===== config.mk =====
export PLATFORM = sky130hd
export DESIGN_NAME = blob_center_track
export DESIGN_NICKNAME = d
export VERILOG_FILES = /design/src/rtl/blob_center_track.sv
export SDC_FILE = /design/constraint.sdc
export NUM_CORES = 1
export LEC_CHECK = 0
export CAP_MARGIN = 20
export CORE_ASPECT_RATIO = 0.9
export CORE_MARGIN = 1.5
export CORE_UTILIZATION = 55
export CTS_BUF_LIST = sky130_fd_sc_hd__clkbuf_2
export CTS_CLUSTER_DIAMETER = 30
export DETAILED_ROUTE_END_ITERATION = 12
export PLACE_DENSITY = 0.75
export SYNTH_ARGS = -nofsm -noshare
export SYNTH_HDL_FRONTEND = slang
export SYNTH_SLANG_ARGS = --single-unit

===== constraint.sdc =====
create_clock -name iClock -period 2.8 [get_ports iClock]
set_clock_uncertainty 0.15 [all_clocks]
set_input_delay 0.56 -clock iClock [delete_from_list [all_inputs] [get_ports iClock]]
set_output_delay 0.56 -clock iClock [all_outputs]
set_load 0.02 [all_outputs]

===== src/rtl/blob_center_track.sv =====
// blob_center_track: turns a blob bounding box into clamped, slew-limited,
// rate-limited pan/tilt servo duties.
module blob_center_track #(
    parameter int COORD_W     = 8,
    parameter int DUTY_W      = 8,
    parameter int SHIFT       = 4,
    parameter int OFFSET      = 1,
    parameter int DUTY_MIN    = 0,
    parameter int DUTY_MAX    = 2**DUTY_W-1,
    parameter int RESET_DUTY  = 69,
    parameter int MAX_STEP    = 0,
    parameter int HOLD_CYCLES = 9371648
) (
    input  logic               iClock,
    input  logic               iReset,
    input  logic [COORD_W-1:0] iXmin,
    input  logic [COORD_W-1:0] iXmax,
    input  logic [COORD_W-1:0] iYmin,
    input  logic [COORD_W-1:0] iYmax,
    input  logic               iNewCoord,
    output logic               oReady,
    output logic [DUTY_W-1:0]  oXduty,
    output logic [DUTY_W-1:0]  oYduty,
    output logic               oUpdate,
    output logic               oReject
);
    localparam logic [2:0] S_IDLE   = 3'd0;
    localparam logic [2:0] S_CENTER = 3'd1;
    localparam logic [2:0] S_SCALE  = 3'd2;
    localparam logic [2:0] S_STEP   = 3'd3;
    localparam logic [2:0] S_HOLD   = 3'd4;
    localparam int CNT_W = $clog2(HOLD_CYCLES + 1);
    localparam logic [CNT_W-1:0] LAST = CNT_W'(HOLD_CYCLES - 1);
    localparam logic [31:0] LO = 32'(DUTY_MIN);
    localparam logic [31:0] HI = 32'(DUTY_MAX);
    localparam logic signed [DUTY_W+1:0] MS = (DUTY_W+2)'(MAX_STEP);
    localparam logic [DUTY_W-1:0] STEP_D = DUTY_W'(MAX_STEP);

    logic [2:0]         state;
    logic [COORD_W-1:0] xmin, xmax, ymin, ymax, cx, cy;
    logic [DUTY_W-1:0]  tx, ty;
    logic [CNT_W-1:0]   cnt;
    logic               valid;

    assign valid  = iXmin <= iXmax && iYmin <= iYmax;
    assign oReady = state == S_IDLE && !iReset;

    // one extra bit keeps min+max from wrapping
    function automatic logic [COORD_W-1:0] centre(input logic [COORD_W-1:0] a, input logic [COORD_W-1:0] b);
        logic [COORD_W:0] s;
        s = {1'b0, a} + {1'b0, b};
        return COORD_W'(s >> 1);
    endfunction

    function automatic logic [DUTY_W-1:0] target(input logic [COORD_W-1:0] c);
        logic [31:0] t;
        t = (32'(c) >> SHIFT) + 32'(OFFSET);
        return DUTY_W'(t < LO ? LO : t > HI ? HI : t);
    endfunction

    function automatic logic [DUTY_W-1:0] slew(input logic [DUTY_W-1:0] cur, input logic [DUTY_W-1:0] tgt);
        logic signed [DUTY_W+1:0] d;
        d = $signed({2'b0, tgt}) - $signed({2'b0, cur});
        return (MAX_STEP == 0 || (d <= MS && d >= -MS)) ? tgt : d > 0 ? cur + STEP_D : cur - STEP_D;
    endfunction

    always_ff @(posedge iClock) begin
        if (iReset) begin
            state   <= S_IDLE;
            xmin    <= '0;
            xmax    <= '0;
            ymin    <= '0;
            ymax    <= '0;
            cx      <= '0;
            cy      <= '0;
            tx      <= '0;
            ty      <= '0;
            cnt     <= '0;
            oXduty  <= DUTY_W'(RESET_DUTY);
            oYduty  <= DUTY_W'(RESET_DUTY);
            oUpdate <= 1'b0;
            oReject <= 1'b0;
        end else begin
            oUpdate <= state == S_STEP;
            oReject <= state == S_IDLE && iNewCoord && !valid;
            case (state)
                S_IDLE: if (iNewCoord && valid) begin
                    xmin  <= iXmin;
                    xmax  <= iXmax;
                    ymin  <= iYmin;
                    ymax  <= iYmax;
                    state <= S_CENTER;
                end
                S_CENTER: begin
                    cx    <= centre(xmin, xmax);
                    cy    <= centre(ymin, ymax);
                    state <= S_SCALE;
                end
                S_SCALE: begin
                    tx    <= target(cx);
                    ty    <= target(cy);
                    state <= S_STEP;
                end
                S_STEP: begin
                    oXduty <= slew(oXduty, tx);
                    oYduty <= slew(oYduty, ty);
                    cnt    <= '0;
                    state  <= S_HOLD;
                end
                S_HOLD: begin
                    cnt <= cnt + 1'b1;
                    if (cnt == LAST) state <= S_IDLE;
                end
                default: state <= S_IDLE;
            endcase
        end
    end
endmodule

==> run_1/layer_met1.png <==
Scale bar: 20 µm. Supply wires on this layer in grey. Cells faint in the background.
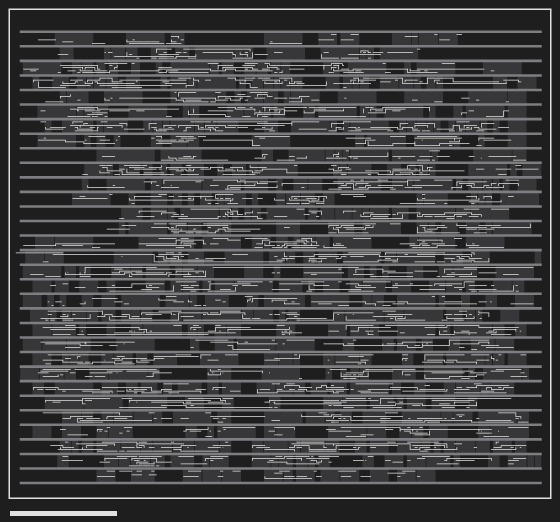
wire length on this layer: 4440 µm
longest straight run: 32.2 µm
nets with wire on the layer: 592
share of all routed wire: 48%
main direction: horizontal

==> run_1/layer_met2.png <==
Scale bar: 20 µm. Cells faint in the background.
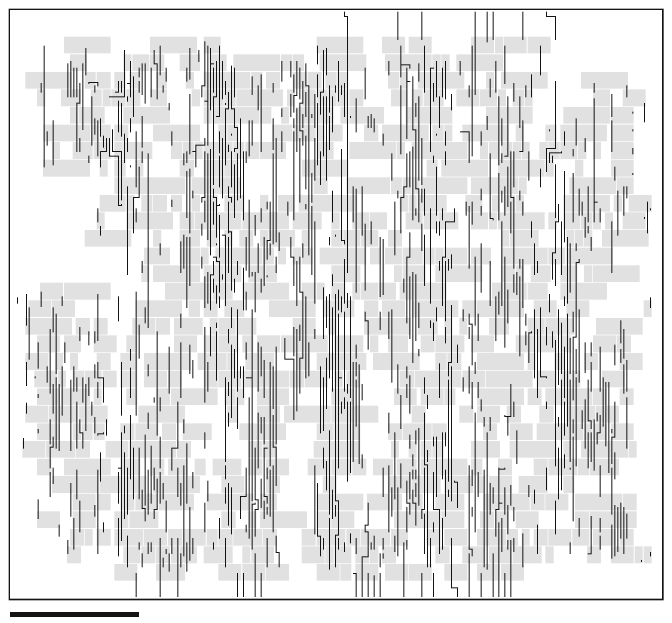
wire length on this layer: 4340 µm
share of all routed wire: 47%
nets with wire on the layer: 542
main direction: vertical

==> job_summary.md, run 1 <==
### Flow metrics

| Metric | Value |
|---|---|
| Status | `finished clean` |
| Hold EP | `oYduty[4]` |
| Die width | `100.9 µm` |
| Final ANT Viol Nets | `0` |
| Vias | `3728` |
| Top post-synthesis cells by count | `90 x dfxtp_1, 65 x nand2b_1, 50 x nand2_1, 38 x mux2i_1, 36 x a21oi_1` |
| R2R Setup Slk | `520 ps` |
| Share of cells above drive strength 1 | `8.478%` |
| Post-Synthesis Cells | `527` |
| Syn Std Cell Area | `4745 µm²` |
| Seq share, synth | `37.97%` |
| Final Hold Vio Count | `0` |
| Arrival @ worst endpoint | `2830 ps` |
| Worst R2R End | `cnt[14]` |
| Io pins | `54` |
| Post-synth top area cell | `dfxtp_1` |
| Vias in the first global route | `3615` |
| R2R depth | `6` |
| Fin. max-slew vios | `0` |
| Die height | `91.11 µm` |
| Max cap viols | `0` |
| Final instance area | `5431 µm²` |
| Register Area | `1802 µm²` |
| Final HPWL DP | `6.632 mm` |
| Drt wl/cell | `13.30 µm` |
| Fmax | `406.2 MHz` |
| Placed Area | `5330 µm²` |
| Lkg Pwr | `0.002121 µW` |
| Nets@finish | `642` |
| Least-Margin Pin Slew | `1020 ps` |
| DRC | `0` |
| Cell Type Count | `59` |
| Hold Slack | `311.7 ps` |
| Core Rows | `31` |
| R2r startpoint | `state[0]` |
| CP Class | `input port to register` |
| Vias/cell | `5.380` |
| GPL Wtd Cong | `0.8003` |
| EDFF count, synth | `0` |
| Min-Delay Path Class | `register to register` |
| Drt pass-1 iters | `4` |
| Cell area power density | `441.2 nW/µm²` |
| Synthesized registers | `90` |
| Gate Area | `2685 µm²` |
| Tool warning count | `28` |
| Crit-path max FO | `16` |
| Starting DRT DRC Count | `102` |
| First-pass GRT wire length | `15.81 mm` |
| Fillers | `725` |
| Worst-case vdd ir drop | `0.3578 mV` |
| Pre-Place Util | `57.70%` |
| Core area | `8223 µm²` |
| Buffers on Ports | `49` |
| Syn. warnings | `0` |
| Area growth, synth to finish | `14.48%` |
| Hold Buf Count CTS | `0` |
| H-tree depth | `3` |
| Finished Layout Cells | `693` |
| Slew headroom | `32.01%` |
| Grt ovf | `0` |
| DIE AREA | `9193 µm²` |
| Clk root buf | `clkbuf_2` |
| Setup Viol. Count Final | `0` |
| Hold path start | `ty[4]` |
| Top cells by area | `dfxtp_1 38%, ha_1 8.7%, nand2b_1 8.6%` |
| CTS clk-pin slew, worst paths | `230 ps` |
| Largest net degree at the start of global routing | `123` |
| Max stage delay on crit path | `470 ps` |
| Worst Setup End Kind | `register` |
| Worst-Skew Late Latency | `570 ps` |
| Yosys stat chip area | `4745 µm²` |
| Worst-case clock buffer depth | `2` |
| Antenna cell count | `0` |
| Ys cells | `527` |
| Antenna violations before repair | `0` |
| Hold path depth | `2` |
| Synth Flop Type | `dfxtp_1` |
| Crit path DRT | `3160 ps` |
| Final period demand of the worst path | `2462 ps` |
| CTS buffer count | `9` |
| Synth top cell by count | `dfxtp_1` |
==> run_1/congestion.png <==
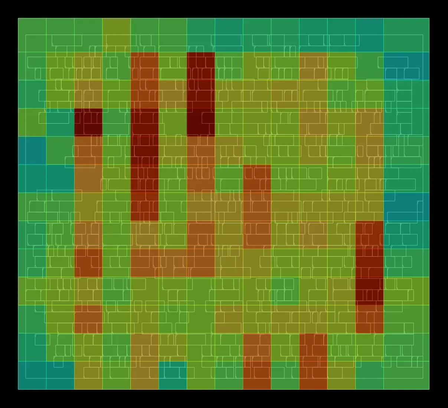
GRT Total Usage: 21.26%
routing usage on met2: 35.53%
Most Crowded Layer GR: met2
met1 usage: 26.47%
final core occ: 66.05%

==> run 1: layer usage <==
layer | global-route usage, % | part of all wire [%] | wire [µm] | vias to the layer above
met5 | 0 | 0 | 0 | -
met4 | 6.944 | 1.5 | 141 | 0
met3 | 5.697 | 3.2 | 292 | 14
met2 | 35.53 | 47 | 4338 | 49
met1 | 26.47 | 48 | 4444 | 1742
li1 | - | - | - | 1923
==> run 1: worst max-delay path, delay by kind of cell <==
family,cells,cell delay [ps]
adder cells (fa/ha/maj),1,270
buffers and inverters,3,860
AND-OR/OR-AND,3,500
multiplexers,1,240
AND/OR/NAND/NOR,2,380
==> run 1: area by class of cell <==
class                           instances  area share, %
Timing Repair Buffer                   65          11.20
Inverter                               25          1.728
Clock inverter                          4         0.8063
Multi-Input combinational cell        383          49.44
Clock buffer                           11          1.014
Tap cell                              115          2.649
Sequential cell                        90          33.17
==> run 1: layout by cell type (no fill, tap or decap), drive strengths merged, types with 6 or more instances in the layout <==
cell	instances
ha	33
inv	25
o211ai	10
nand3	12
a21oi	36
nor2	29
nand2	50
mux2i	38
dfxtp	90
clkbuf	11
a211oi	6
clkdlybuf4s50	47
nand4	11
buf	17
nand2b	65
xor2	6
==> run 1: through the flow <==
| step | total power (µW) | setup WS [ps] | TNS [ps] |
|---|---|---|---|
| 2_1_floorplan | 1673 | 358.1 | 0 |
| 3_5_place_dp | 1802 | -248.8 | -7352 |
| 5_1_grt | 2516 | 154.4 | 0 |
| 4_1_cts | 2418 | 15.47 | 0 |
| 6_report | 2396 | 338.4 | 0 |
| 3_3_place_gp | 1786 | -162.0 | -5109 |
==> run 1: worst max-delay path by stage <==
stage / endpoint / depth (start not counted)
after floorplan: xmax[0] / 9
after global placement: xmax[5] / 10
after detailed placement: xmax[4] / 10
after CTS: oReady / 2
after global routing: ymax[4] / 10
final: xmax[6] / 10
==> run 1: cell families after synthesis <==
group	synth area share, %
multiplexers	9.045
AND/OR/NAND/NOR	25.26
flip-flops	37.97
AND-OR/OR-AND	11.23
XOR/XNOR	2.031
adder cells (fa/ha/maj)	8.703
other	0.07904
buffers and inverters	5.670
==> run 1: sequential cells by signal (all words and copies together) (netlist names) <==
name	count
cy	4
ty	5
ymax	8
cx	4
cnt	24
oXduty	5
oReject	1
xmax	8
xmin	8
ymin	8
oYduty	6
tx	5
state	3
oUpdate	1
==> run 1: report_power, final <==
group          internal, µW  total [µW]  switching (µW)
clock                   203         620             417
combinational           197         399             202
sequential             1340        1380            38.7
total                  1740        2400             658
==> inputs of run 2 (changes only) <==
--- a/config.mk
+++ b/config.mk
@@ -12,7 +12,8 @@
 export CTS_BUF_LIST = sky130_fd_sc_hd__clkbuf_2
 export CTS_CLUSTER_DIAMETER = 30
 export DETAILED_ROUTE_END_ITERATION = 12
-export PLACE_DENSITY = 0.75
+export PLACE_DENSITY = 0.9
+export SKIP_LAST_GASP = 1
 export SYNTH_ARGS = -nofsm -noshare
 export SYNTH_HDL_FRONTEND = slang
 export SYNTH_SLANG_ARGS = --single-unit
==> run 2 against run 1 <==
- routed wire length up 5.3%
- clock power up 3.5%
- power up 1.3%
- global-route usage up 1.0 points
- critical path type is now register to output port
==> job_summary.md, run 2 <==
### Flow metrics

| Metric | Value |
|---|---|
| R2R Setup Slk | `310 ps (-210 ps)` |
| Crit-path max FO | `12 (-4)` |
| Setup Viol. Count Final | `0 (unchanged)` |
| Final ANT Viol Nets | `0 (unchanged)` |
| Synth top cell by count | `dfxtp_1` |
| Post-Synthesis Cells | `527 (unchanged)` |
| Cell area power density | `445.6 nW/µm² (+1.0%)` |
| Fillers | `654 (-9.8%)` |
| DRC | `0 (unchanged)` |
| Worst R2R End | `cnt[14]` |
| R2r startpoint | `state[2]` |
| Min-Delay Path Class | `register to register` |
| Final Hold Vio Count | `0 (unchanged)` |
| First-pass GRT wire length | `16.58 mm (+4.9%)` |
| Top post-synthesis cells by count | `90 x dfxtp_1, 65 x nand2b_1, 50 x nand2_1, 38 x mux2i_1, 36 x a21oi_1` |
| Vias in the first global route | `3781 (+4.6%)` |
| EDFF count, synth | `0 (unchanged)` |
| Synth Flop Type | `dfxtp_1` |
| Dominant logic cell type in the layout | `dfxtp_1` |
| H-tree depth | `3 (unchanged)` |
| Hold Buf Count CTS | `0 (unchanged)` |
| CP Class | `register to output port` |
| Vias | `3808 (+2.1%)` |
| Least-Margin Pin Slew | `988.6 ps (-31.22 ps)` |
| Worst-Skew Late Latency | `570 ps (about the same)` |
| Status | `finished clean` |
| Placed Area | `5323 µm² (-0.14%)` |
| Worst-case clock buffer depth | `2 (unchanged)` |
| Drt wl/cell | `14.00 µm (+5.3%)` |
| DIE AREA | `9193 µm² (unchanged)` |
| Lkg Pwr | `0.002108 µW (-0.62%)` |
| Antenna cell count | `0 (unchanged)` |
| Share of cells above drive strength 1 | `8.824% (+0.35 points)` |
| Seq share, synth | `37.97% (unchanged)` |
| Hold path start | `oXduty[3]` |
| Max cap viols | `0 (unchanged)` |
| Core area | `8223 µm² (unchanged)` |
| Syn. warnings | `0 (unchanged)` |
| Antenna violations before repair | `0 (unchanged)` |
| Die height | `91.11 µm (unchanged)` |
| CTS buffer count | `9 (unchanged)` |
| Io pins | `54 (unchanged)` |
| Final HPWL DP | `7.068 mm (+6.6%)` |
| Cell Type Count | `59 (unchanged)` |
| Finished Layout Cells | `693 (unchanged)` |
| R2R depth | `6 (unchanged)` |
| Yosys stat chip area | `4745 µm² (unchanged)` |
| Vias/cell | `5.495 (+2.1%)` |
| Fmax | `377.3 MHz (-7.1%)` |
| Hold path depth | `2 (unchanged)` |
| Top cells excl fill/tap | `90 x dfxtp_1, 65 x nand2b_1, 50 x nand2_1` |
| Worst-case vdd ir drop | `0.2172 mV (-39%)` |
| Slew headroom | `34.09% (+2.1 points)` |
| Final instance area | `5445 µm² (+0.25%)` |
| Area growth, synth to finish | `14.77%` |
| Hold Slack | `321.4 ps (+9.733 ps)` |
| Max reg flops | `24 (unchanged)` |
| Buffers on Ports | `49 (unchanged)` |
| Pre-Place Util | `57.70% (unchanged)` |
| Starting DRT DRC Count | `172 (+69%)` |
| Largest reg by FF count | `cnt` |
| Post-synth top area cell | `dfxtp_1` |
| GPL Wtd Cong | `0.8462 (+5.7%)` |
| Drt pass-1 iters | `5 (+1)` |
| Syn Std Cell Area | `4745 µm² (unchanged)` |
| Tool warning count | `28 (unchanged)` |
| Nets@finish | `641 (-0.16%)` |
| GRT Total Usage | `22.27% (+1.0 points)` |
| Largest net degree at the start of global routing | `123 (unchanged)` |
| Top cells by area | `dfxtp_1 38%, ha_1 8.7%, nand2b_1 8.6%` |
| CTS clk-pin slew, worst paths | `280 ps (+50 ps)` |
| Hold EP | `oXduty[3]` |
| Crit path DRT | `2090 ps (-1070 ps)` |
| Arrival @ worst endpoint | `1940 ps (-890 ps)` |
| Core Rows | `31 (unchanged)` |
| Die width | `100.9 µm (unchanged)` |
| Worst Setup End Kind | `output port` |
| Fin. max-slew vios | `0 (unchanged)` |
| Clk root buf | `clkbuf_2` |
| Final period demand of the worst path | `2650 ps (+188.7 ps)` |
-- run 2: cell counts after synthesis --
No cell type changed its count.
-- run 2: stage by stage --
step	setup TNS (ps)	setup slack [ps]	power [µW]
CTS	0	174.4	2437
global route	0	92.95	2528
finish	0	149.6	2427
floorplan	0	358.1	1673
detailed placement	-8550	-290.8	1803
global placement	-4740	-146.6	1784
-- run 2: final cells by class --
class / count / area (µm²) / area share (%)
Clock inverter: 7 / 72.57 / 1.333
Tap cell: 115 / 143.9 / 2.642
Inverter: 25 / 93.84 / 1.723
Sequential cell: 90 / 1802 / 33.09
Timing Repair Buffer: 64 / 596.8 / 10.96
Clock buffer: 9 / 45.04 / 0.8272
Multi-Input combinational cell: 383 / 2691 / 49.43
-- run 2: critical path: stages, from the launching register on --
cell           delay (ps)
dfxtp_1               520
nor4_2                450
dlygate4sd2_1         400
-- run 2: worst max path at each step --
stage | slack, ps | cells past startpoint | end | from
2_1_floorplan | 360 | 9 | xmax[0] | iXmax[1]
3_3_place_gp | -150 | 10 | ymin[7] | iXmax[1]
3_5_place_dp | -290 | 10 | xmin[7] | iXmax[1]
4_1_cts | 170 | 2 | oReady | state[2]
5_1_grt | 90 | 2 | oReady | state[2]
6_report | 150 | 2 | oReady | state[2]
-- run 2: where the power goes --
group | leakage, µW | internal [µW] | switching, µW
Sequential | 0.000729 | 1340 | 37.1
Combinational | 0.00131 | 197 | 210
Clock | 0.0000693 | 144 | 498
Total | 0.00211 | 1680 | 745
-- run 2: cell families after synthesis --
logic type               count (synthesis)  share of synthesized area, %
AND/OR/NAND/NOR                        211                         25.26
flip-flops                              90                         37.97
AND-OR/OR-AND                           82                         11.23
buffers and inverters                   57                         5.670
multiplexers                            42                         9.045
adder cells (fa/ha/maj)                 33                         8.703
XOR/XNOR                                11                         2.031
other                                    1                       0.07904
-- run 2: layer usage --
metal,share of wire (%),up-vias,global-route usage (%)
met1,45,1795,26.45
li1,-,1923,-
met5,0,-,0
met2,50,75,39.53
met4,1.3,0,6.134
met3,3.7,15,5.620
==> run_2/congestion.png <==
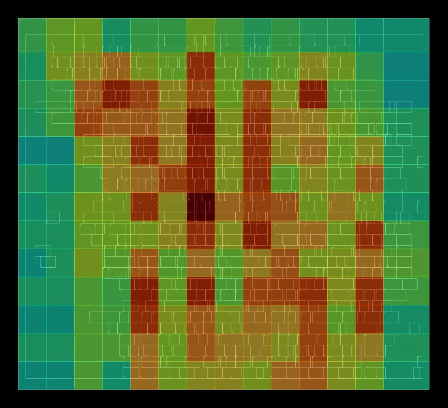
final core occ: 66.22%
global-route met3 utilization: 5.620%

==> run_2/layer_met1.png <==
Scale bar: 20 µm. Supply wires on this layer in grey. Cells faint in the background.
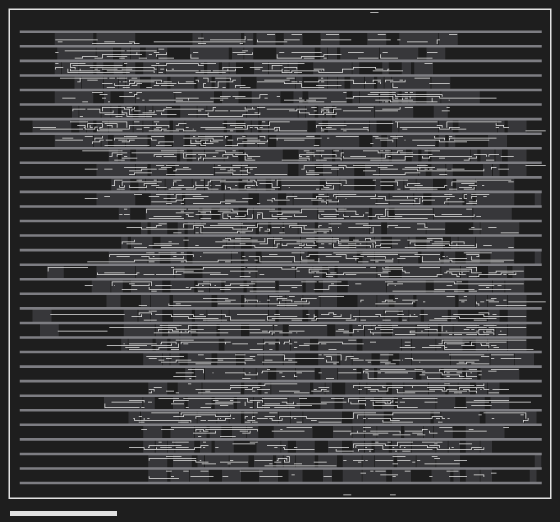
nets with wire on the layer: 602
longest straight run: 22.5 µm
main direction: horizontal
wire length on this layer: 4340 µm

==> run_2/layer_met2.png <==
Scale bar: 20 µm. Cells faint in the background.
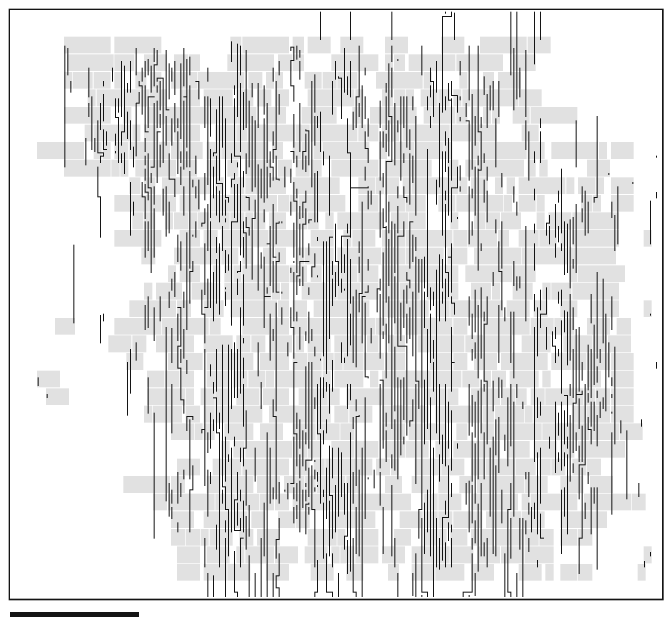
wire length on this layer: 4890 µm
longest straight run: 38.7 µm

Power and IR drop assume default switching activity.
